File: src/rtl/imem_loader_pkg.sv
// Shared definitions for the instruction-memory loader: default widths,
// the halt encoding and the loader state encoding.
package imem_loader_pkg;

   localparam int          NBITS_DEF      = 32;
   localparam int          BYTE_BITS_DEF  = 8;
   localparam int          IMEM_DEPTH_DEF = 256;
   localparam logic [31:0] HALT_WORD_DEF  = 32'hFFFF_FFFF;

   typedef enum logic [2:0] {
      ST_IDLE,
      ST_RECV,
      ST_WRITE,
      ST_DONE,
      ST_ERROR
   } loader_state_t;

endpackage

File: src/rtl/byte_assembler.sv
// Shifts received bytes into an NBITS-wide word, first byte ending up in the
// most significant position. word_ready flags the cycle in which the last
// byte of a word is accepted. Needs at least two bytes per word.
module byte_assembler #(
   parameter int NBITS     = 32,
   parameter int BYTE_BITS = 8
) (
   input  logic                 clk,
   input  logic                 reset,
   input  logic                 clear,
   input  logic                 shift_en,
   input  logic [BYTE_BITS-1:0] rx_data,
   output logic [NBITS-1:0]     word,
   output logic                 word_ready
);

   localparam int BPW   = NBITS / BYTE_BITS;
   localparam int CNT_W = (BPW > 1) ? $clog2(BPW) : 1;

   logic [CNT_W-1:0] byte_cnt;

   assign word_ready = shift_en && (byte_cnt == CNT_W'(BPW - 1));

   // Shift register and byte counter; clear discards any partial word.
   always_ff @(posedge clk) begin
      // NOTE: non-blocking assignments for every register so all flops
      // update together from pre-edge values, independent of block order.
      if (reset || clear) begin
         word     <= '0;
         byte_cnt <= '0;
      end else if (shift_en) begin
         word     <= {word[NBITS-BYTE_BITS-1:0], rx_data};
         byte_cnt <= word_ready ? '0 : byte_cnt + CNT_W'(1);
      end
   end

endmodule

File: src/rtl/imem_loader.sv
// Writer side of the instruction memory: assembles UART bytes into words and
// writes them at consecutive word-aligned byte addresses from 0, finishing on
// the halt word or flagging an error when memory fills first.
module imem_loader
   import imem_loader_pkg::*;
#(
   parameter int               NBITS      = NBITS_DEF,
   parameter int               BYTE_BITS  = BYTE_BITS_DEF,
   parameter int               IMEM_DEPTH = IMEM_DEPTH_DEF,
   parameter logic [NBITS-1:0] HALT_WORD  = NBITS'(HALT_WORD_DEF),
   localparam int              WC_W       = $clog2(IMEM_DEPTH) + 1
) (
   input  logic                 i_clk,
   input  logic                 i_reset,
   input  logic                 i_start,
   input  logic [BYTE_BITS-1:0] i_rx_data,
   input  logic                 i_rx_valid,
   output logic                 o_mem_wr_en,
   output logic [NBITS-1:0]     o_mem_addr,
   output logic [NBITS-1:0]     o_mem_wr_data,
   output logic                 o_busy,
   output logic                 o_done,
   output logic                 o_error,
   output logic [WC_W-1:0]      o_word_count
);

   localparam int BPW = NBITS / BYTE_BITS;

   loader_state_t    state, state_nxt;
   logic [NBITS-1:0] addr;        // address of the next word to be written
   logic [NBITS-1:0] last_addr;   // address of the most recent write
   logic [WC_W-1:0]  word_count;
   logic [NBITS-1:0] word;
   logic             word_ready;
   logic             load_start;
   logic             shift_en;
   logic             is_halt;
   logic             last_slot;

   assign is_halt   = (word == HALT_WORD);
   assign last_slot = (word_count == WC_W'(IMEM_DEPTH - 1));

   byte_assembler #(
      .NBITS     (NBITS),
      .BYTE_BITS (BYTE_BITS)
   ) u_byte_assembler (
      .clk        (i_clk),
      .reset      (i_reset),
      .clear      (load_start),
      .shift_en   (shift_en),
      .rx_data    (i_rx_data),
      .word       (word),
      .word_ready (word_ready)
   );

   // State register.
   always_ff @(posedge i_clk) begin
      if (i_reset) state <= ST_IDLE;
      else         state <= state_nxt;
   end

   // Next-state decode and state-derived outputs.
   always_comb begin
      // NOTE: every output gets a default before the case so no path
      // leaves a signal unassigned, which would otherwise infer a latch.
      state_nxt   = state;
      load_start  = 1'b0;
      shift_en    = 1'b0;
      o_mem_wr_en = 1'b0;
      o_busy      = 1'b0;
      o_done      = 1'b0;
      o_error     = 1'b0;
      case (state)
         ST_IDLE, ST_DONE, ST_ERROR: begin
            o_done     = (state == ST_DONE);
            o_error    = (state == ST_ERROR);
            load_start = i_start;
            if (i_start) state_nxt = ST_RECV;
         end
         ST_RECV: begin
            o_busy   = 1'b1;
            shift_en = i_rx_valid;
            if (word_ready) state_nxt = ST_WRITE;
         end
         ST_WRITE: begin
            o_busy      = 1'b1;
            o_mem_wr_en = 1'b1;
            // A byte arriving now starts the next word; none is dropped.
            shift_en    = i_rx_valid;
            if (is_halt)        state_nxt = ST_DONE;
            else if (last_slot) state_nxt = ST_ERROR;
            else                state_nxt = ST_RECV;
         end
         default: state_nxt = ST_IDLE;
      endcase
   end

   // Address and word counters, restarted whenever a new load begins.
   always_ff @(posedge i_clk) begin
      if (i_reset) begin
         addr       <= '0;
         last_addr  <= '0;
         word_count <= '0;
      end else if (load_start) begin
         addr       <= '0;
         word_count <= '0;
      end else if (state == ST_WRITE) begin
         last_addr  <= addr;
         word_count <= word_count + WC_W'(1);
         if (!is_halt && !last_slot) addr <= addr + NBITS'(BPW);
      end
   end

   assign o_mem_addr    = (state == ST_WRITE) ? addr : last_addr;
   assign o_mem_wr_data = word;
   assign o_word_count  = word_count;

endmodule
File: config.mk
export PLATFORM = sky130hd
export DESIGN_NAME = imem_loader
export DESIGN_NICKNAME = d
export VERILOG_FILES = /design/src/rtl/imem_loader_pkg.sv /design/src/rtl/byte_assembler.sv /design/src/rtl/imem_loader.sv
export SDC_FILE = /design/constraint.sdc
export NUM_CORES = 1
export LEC_CHECK = 0
export CORE_MARGIN = 8
export CORE_UTILIZATION = 54
export CTS_BUF_LIST = sky130_fd_sc_hd__clkbuf_2
export CTS_CLUSTER_DIAMETER = 200
export CTS_CLUSTER_SIZE = 40
export DETAILED_ROUTE_END_ITERATION = 7
export HOLD_SLACK_MARGIN = 0.1
export PLACE_DENSITY = 0.84
export SLEW_MARGIN = 20
export SYNTH_ARGS = -nofsm -noshare
export SYNTH_HDL_FRONTEND = slang
export SYNTH_HIERARCHICAL = 1
export SYNTH_SLANG_ARGS = --single-unit
File: constraint.sdc
create_clock -name i_clk -period 2.8 [get_ports i_clk]
set_input_delay 0.84 -clock i_clk [delete_from_list [all_inputs] [get_ports i_clk]]
set_output_delay 0.84 -clock i_clk [all_outputs]
set_load 0.1 [all_outputs]
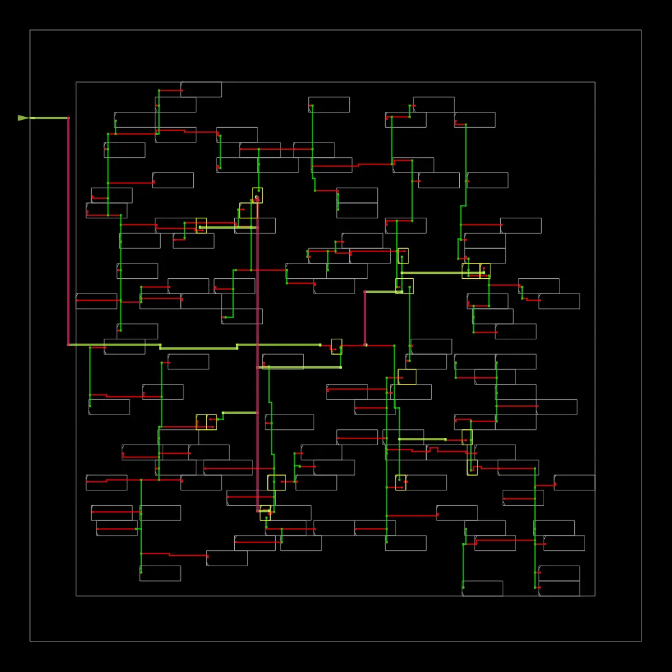
*Clock nets, run 1*
# clock sinks: 108
Clock Skew: 0.03910 ns
total CTS buffers: 9
registers: 108

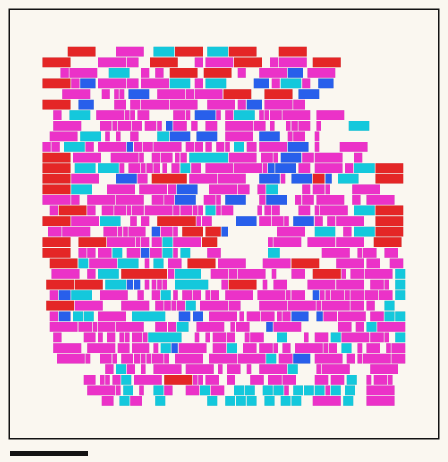
*Sizing map, run 1*
Bar = 20 um.
Key: drive 3 to 4 = cyan [cells 86, share 15%, most used buf_4]; drive 6 and up = red [cells 45, share 7.9%, most used buf_12]; drive 2 = blue [cells 43, share 7.6%, most used a2111oi_2]; drive 1 or less = magenta [cells 394, share 69%, most used dfxtp_1]

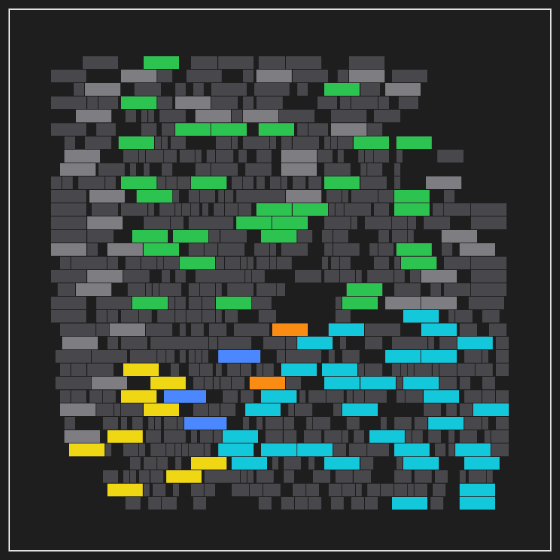
*Where the registers sit, run 1*
Key: u_byte_assembler/byte_cnt = orange [placed flops 2]; state = blue [placed flops 3]; o_word_count = yellow [placed flops 9, where bottom left]; u_byte_assembler/word = cyan [placed flops 32]; addr = green [placed flops 30]
Another 32 sequential cells are not coloured.

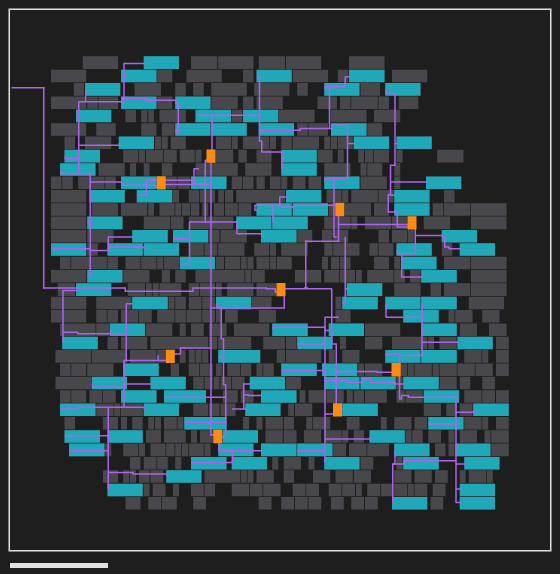
*Clock wires, drivers and flops, run 1*
Bar = 20 um.
Key: cells driving clock nets = orange [count 9]; flip-flops = cyan [count 108]; clock wires = purple [length 1150 um]
Position of the flops: widely spread. There are 10 routed clock nets.

==> run summary, run 1 <==
flow finished, numbers: critical path class=reg2out, count of tool warnings=28, Simple-Gate Area Share=0.2003, cell taking the most area after synthesis=dfxtp_1, Top area cell types=dfxtp_1 45%, mux2i_1 7.3%, mux2_2 7.1%, nor2_1 6.1%, xnor2_1 5.9%, busiest grt layer=met2, Worst Hold Class=reg2reg, final std cells w/o fill=~680, crit path DRT=between 1.5 and 2 ns, HP Start=u_byte_assembler/byte_cnt[0], pre-CTS setup slack=roughly 0.12 ns, non-clock inverter total of the final layout=7, first-pass GRT wire length=18810 um, largest class=multi-input combinational cells, post-synth tally of flip-flops with integrated enable=0, Final Hold Viols=0, Peak VDD IR=approximately 0.00025 V, top sig layer=met4, antenna violations before repair=0, Crit Path Max Fanout=6, Setup violations, final=25, clock-net power=around 650 uW, Setup crit start=state[2], xor+xnor area frac=0.06607, Max-slew headroom=0.5808, status=finished, violations left, DRC violations left=0, Clock-cell share=0.01550, FF/Latch Area=about 2200 sq um, share of layout cells above drive strength 1=0.3063, setup ws final=-0.1076 ns, failing checks=negative setup slack, Logic area=2554 sq um, syn nets=just under 500, clock root cell=clkbuf_2, count leader, synth=dfxtp_1
-- run 1: what timing repair did --
item / 4_1_cts / 5_1_grt
setup endpoints to repair: 30 / 33
cloned: 3 / 1
pin swaps: 1 / 1
gates resized: 19 / 17
hold buffers: 0 / 0
setup buffers: 7 / 0
-- run 1: path summary, 6_finish.rpt --
path / to / cells past startpoint
setup / recovery: o_mem_addr[6] / 5
hold / removal: u_byte_assembler/byte_cnt[0] / 2
setup reg to reg: addr[30] / 8
hold reg to reg: u_byte_assembler/byte_cnt[0] / 2
-- run 1: cell usage in the layout (no fill, tap or decap), types with 3 or more instances in the layout --
cell	n
inv_1	7
nand2_1	15
mux2_4	24
clkdlybuf4s50_1	11
buf_12	38
buf_4	53
xnor2_1	32
mux2_2	6
nor2_1	77
a21oi_1	3
nand3_1	12
dfxtp_4	3
and3_1	4
nor2b_1	33
a2111oi_1	3
a211oi_1	9
and4_1	4
nand2b_1	5
clkinv_4	4
clkbuf_2	10
mux2i_1	35
xor2_1	4
and2_1	6
dfxtp_1	105
ha_1	4
a2111oi_2	16
nand4_1	17
-- run 1: cells by family after synthesis --
kind of cell             count (synthesis)
AND/OR/NAND/NOR                        185
adder cells (fa/ha/maj)                  4
flip-flops                             108
buffers and inverters                   38
XOR/XNOR                                36
multiplexers                            65
AND-OR/OR-AND                           39
-- run 1: flip-flops by register name (all words and copies together) (netlist names) --
register,flops
addr,30
last_addr,32
o_word_count,9
u_byte_assembler/word,32
state,3
u_byte_assembler/byte_cnt,2
-- run 1: worst reg2reg max path: cells and delay by family (launching register included) --
kind / cells / cell delay, ns
xor+xnor: 1 / 0.17
fa+ha+maj: 2 / 0.50
simple gates: 4 / 0.59
flops: 1 / 0.42
compound gates: 1 / 0.43
## Run 2: what changed since run 1
CORE_UTILIZATION = 29   (was 54)
PLACE_DENSITY = 0.51   (was 0.84)
==> run 2 against run 1 <==
The flow still finishes with violations (negative setup slack). Maximum frequency shrank 1.3%. Via count shrank 1.8%. Die area grew 72%. Cell area grew 4.0%. Synthesized area is the same. Final cell count grew 17%. Critical path type unchanged. Critical endpoint is now o_mem_addr[8]. Largest power group unchanged. Highest routed layer unchanged.
==> run summary, run 2 <==
flow finished, numbers: setup ws final=-0.1460 ns, Top area cell types=dfxtp_1 45%, mux2i_1 7.3%, mux2_2 7.1%, nor2_1 6.1%, xnor2_1 5.9%, # clock sinks=108, syn nets=around 490, Max-slew headroom=0.5030, cell taking the most area after synthesis=dfxtp_1, top flop regs=last_addr: 32 flops, u_byte_assembler/word: 32 flops, addr: 30 flops, status=finished, violations left, busiest grt layer=met2, cts hold-fix bufs=0, Setup violations, final=30, post-synth tally of flip-flops with integrated enable=0, critical path class=reg2out, count of tool warnings=28, total CTS buffers=9, Peak VDD IR=between 0.00015 and 0.0002 V, crit path DRT=just under 2 ns, count leader, synth=dfxtp_1, failing checks=negative setup slack, DRC violations left=0
==> run 2: what timing repair did <==
action / 4_1_cts / 5_1_grt
resized: 6 / 41
setup buffers: 4 / 4
endpoints found under the setup margin: 32 / 34
hold endpoints to repair: 0 / 0
pin swaps: 0 / 1
gates cloned: 2 / 4
==> run 2: final timing paths <==
check	start	to	slack, ns	cells after the start
max	state[0]	o_mem_addr[8]	-0.15	5
min	u_byte_assembler/byte_cnt[0]	u_byte_assembler/byte_cnt[0]	0.52	2
max reg2reg	o_word_count[0]	addr[6]	0.38	9
min reg2reg	u_byte_assembler/byte_cnt[0]	u_byte_assembler/byte_cnt[0]	0.52	2
==> run 2: per-stage QoR <==
stage	hold WS, ns	util	power [mW]	worst slack, ns	instance area (sq um)
2_1_floorplan	0.4621	-	1.683	0.008610	4782
3_3_place_gp	0.4717	0.3776	1.726	0.4351	6173
3_5_place_dp	0.4894	0.3776	1.727	0.4159	6173
4_1_cts	0.5184	0.3891	2.385	-0.2501	6361
5_1_grt	0.5209	0.4059	2.457	-0.3085	6636
6_report	0.5199	0.4059	2.332	-0.1460	6636
==> run 2: cells by family after synthesis <==
family	synth area share
AND-OR/OR-AND	0.09046
XOR/XNOR	0.06607
adder cells (fa/ha/maj)	0.01049
buffers and inverters	0.03540
flip-flops	0.4531
multiplexers	0.1442
AND/OR/NAND/NOR	0.2003
==> run 2: final cells by class <==
type / count / share of cell area
Multi-Input combinational cell: 329 / 0.3910
Sequential cell: 108 / 0.3275
Timing Repair Buffer: 113 / 0.2223
Tap cell: 220 / 0.04148
Clock buffer: 9 / 0.006787
Clock inverter: 7 / 0.006599
Inverter: 7 / 0.003959
Antenna cell: 1 / 0.0003771
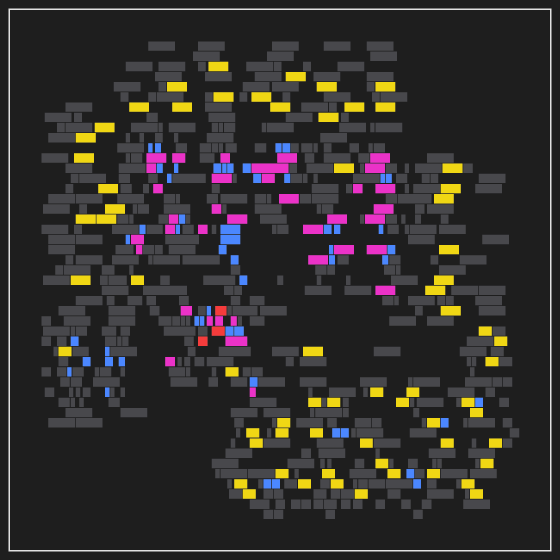
*Gate-type map, run 2*
Key: AND-OR and OR-AND gates = red [cells 3]; multiplexers = yellow [cells 65, where widely spread]; inverting AOI/OAI gates = magenta [cells 36]; NAND gates = blue [cells 52]

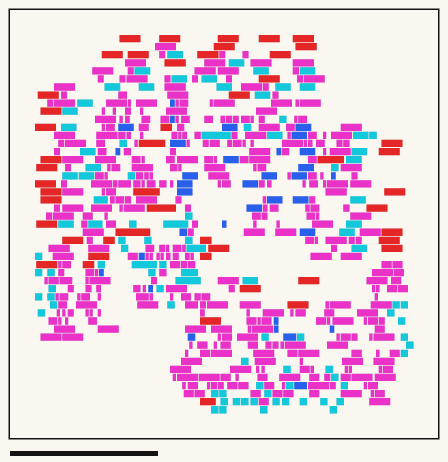
*Sizing map, run 2*
Bar = 50 um.
Key: drive 2 = blue [cells 34, share 5.9%, most used a2111oi_2]; drive 1 or less = magenta [cells 395, share 69%, most used dfxtp_1]; drive 6 and up = red [cells 49, share 8.6%, most used buf_12]; drive 3 to 4 = cyan [cells 95, share 17%, most used buf_4]

Power and IR drop assume default switching activity.
